Figure 1. Placement density heat map.
Scale: 4 px per micron. The die is cut into 10 by 10 equal tiles; white is low, dark blue is high, 0 to 100% covered.
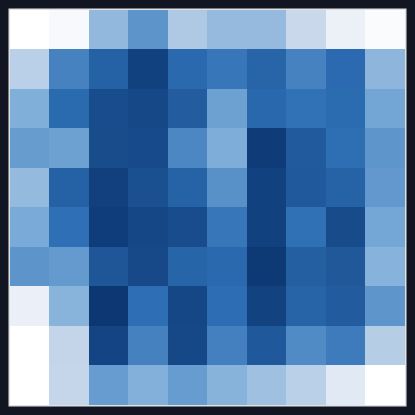
Figure 2. Metal 1.
Scale: 3 px per micron. Supply wires on this layer in gray.
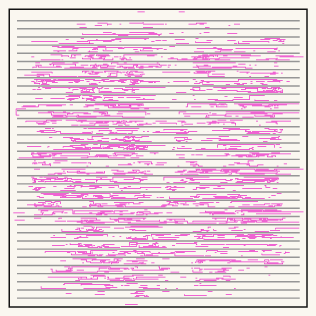
Figure 3. Metal 3.
Scale: 4 px per micron.
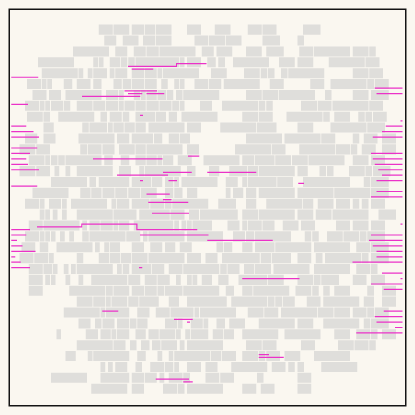
Figure 4. Clock nets.
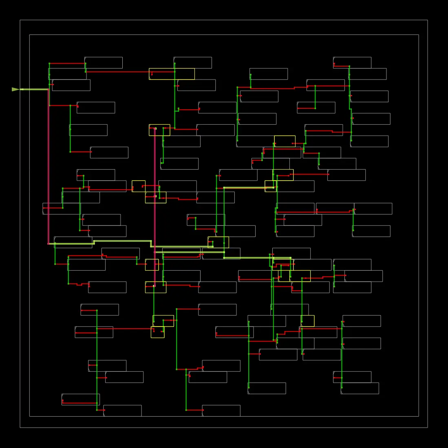
Design dram_stream_responder_flat, sky130hd; sources not shown.
==> GITHUB_STEP_SUMMARY <==
## Synthesis and layout report

| Metric | Value |
|---|---|
| FF-to-FF path depth | 10 |
| Final instance area | 6240 sq um |
| CTS tree | built |
| Part of the power in registers | 27.5% |
| Syn Nets | 486 |
| Row cnt | 34 |
| AO/OA Area Share | 7.41% |
| Final Hold Viols | 0 |
| RePlAce Congestion | 0.857 |
| Global route total overflow | 0 |
| CP max FO | 2 |
| Nets | 610 |
| Layout non-clock buf frac | 21.7% |
| Crit. path cell count | 8 |
| Area leader, netlist | dfrtp_1 |
| Most frequent cell after synthesis | dfrtp_1 |
| Worst setup SP type | flip-flop |
| Worst Max-Slew Pin Slew | 591 ps |
| Die area | 9750 sq um |
| Yosys simple share | 16.2% |
| Core box area | 8720 sq um |
| Worst path slowest cell | dfrtp_1 |
| Wire length on met2 | 5820 microns |
| Adder-Cell Fraction of Synth Area | 1.67% |
| PnR worst setup slack | -155 ps |
| Number of CTS-inserted buffers | 9 |
| CTS root buf | clkbuf_8 |
| P_comb | 0.00626 W |
| Int Pwr | 0.00615 W |
| ClkCell Share | 3.27% |
| Max-slew violation count | 0 |
| Max reg flops | 40 |
| Final setup violation count | 12 |
| Delay-heaviest family, CP | simple AND/OR/NAND/NOR gates |
| CP bufs+invs | 3 |
| Top comb family, area | multiplexers |
| Gate Count Post-Synth | 435 |
| Seq/Total Area, Yosys | 46.8% |
| Crit path kind | reg2out |
| # resized after CTS | 74 |
| DR iter-0 viols | 124 |
| Synth unique cells | 41 |
| Largest net degree at the start of global routing | 40 |
| Routed Antenna Nets | 0 |
| Flop area | 2100 sq um |
| Die Ht | 98.8 microns |
| Combinational fraction of design power | 61.8% |
| Leakage | 2.85 nW |
| RSZ-0062 raised after global routing | true |
| Top power group | combinational logic |
| Top cell excl fill/tap | dfrtp_1 |
| Chip area in the Yosys report | 4490 sq um |
| Gate Area | 2390 sq um |
| Mi-comb count | 319 |
| Global-route wire length before repair | 17,700 microns |
| Min-delay worst type | reg2reg |
| Mapped Area | 4490 sq um |
| Slew HR | 59.6% |
| Synth top cells by count | dfrtp_1, nand2_1, mux2_2, nand3_1, mux2i_1 |
| Fill count | 611 |
| Final std cells w/o fill | 672 |
| DRC | 0 |
| R2r setup slk | 100 ps |
| CTS sink cnt | 84 |
| Max Buffers Root-to-Sink | 2 |
| Top layer in use | met4 |
| Gr busiest metal | met2 |
| Post-layout min period | 2450 ps |
| Avg Synthesized Cell Area | 10.3 sq um |
| Met2 Use GR | 38.5% |
| Seq/total area | 33.7% |
| Arr. time, crit path | 2110 ps |
| Hold path cells | 1 |
| Initial antenna violation count | 0 |
| Drt pass-1 iters | 4 |
| Hold WS | 511 ps |
| FFs w/ async S/R, synth | 100% |
| Die Width | 98.8 microns |
| Routed vias/inst | 5.60 |
| Port Buf Inserts | 83 |
| Setup_tns | -521 ps |
| Post-DP Area | 5660 sq um |
| Max cap viols | 0 |
| I/O pin count | 84 |
| Switch Pwr | 0.00398 W |
| Synth Flop Type | dfrtp_1 |
| Post-CTS Hold Buffers | 1 |
| H-tree levels | 3 |
| CLK BUF | 9 |
| Power per cell area | 1620 nW/um^2 |
| Seq cells | 84 |
| Tcrit/Tclk final | 107% |
| Failing checks | negative setup slack |
| Mux area share | 16.5% |
| Buffers excl. clock | 136 |
| Detailed placement HPWL | 7150 microns |
| Power, Total | 0.0101 W |
| Layout cells sized above 1 | 27.3% |
| # Cells Yosys | 435 |
| Synth Area in XOR/XNOR | 8.19% |
| CP Cell Sequence | inv_2 > ha_4 > or3b_4 > buf_6 > xnor2_4 > nand3_2 > nor3b_2 > buf_2 |
| Sequential Power | 0.00278 W |
| Post-placement cell count | 639 |
| Area fraction of the dominant cell type after synthesis | 46.8% |
| Met3 wire length | 507 microns |
| Ys flops | 84 |
| Tool warnings | 28 |
| Multi-input gate share of total cell area | 38.4% |
| Post-synth EDFFs | 0 |
| Total track usage | 22.4% |
| CP Capture Type | primary output |
| Post-CTS setup buffers | 8 |
| Routed len/inst | 16.8 microns |
| Tap cells | 108 |
| Ys Warns | 0 |
| Status | complete, but fails checks |
| Top area cell types | dfrtp_1, mux2_2, mux2i_1 |
| Clock slew seen by the registers of the worst setup and hold paths | 80 ps |
| Peak VDD IR | 867 uV |
| Clk pwr share | 10.7% |
About Figure 1:
fullest tile	97%
mean over tiles	63%
tiles over 75% full	44%
emptiest ninth of the die	lower left
Post-Route Utilization: 71.6%
FP Util: 51.5%

About Figure 2:
main direction	horizontal
longest straight run	26.2 microns
wire length on this layer	4,800 microns
share of all routed wire	43%
nets with wire on the layer	545
routed via count: 3,764
met1 usage: 29.9%

About Figure 3:
longest straight run	17.0 microns
main direction	horizontal
wire length on this layer	507 microns
share of all routed wire	4.5%
nets with wire on the layer	69
WL final: 11,300 microns
met3 Use GR: 2.98%

About Figure 4:
clk ins delay skew pair: 350 ps
clk_skew: 12.0 ps

Power is estimated from default activity; no workload was simulated.
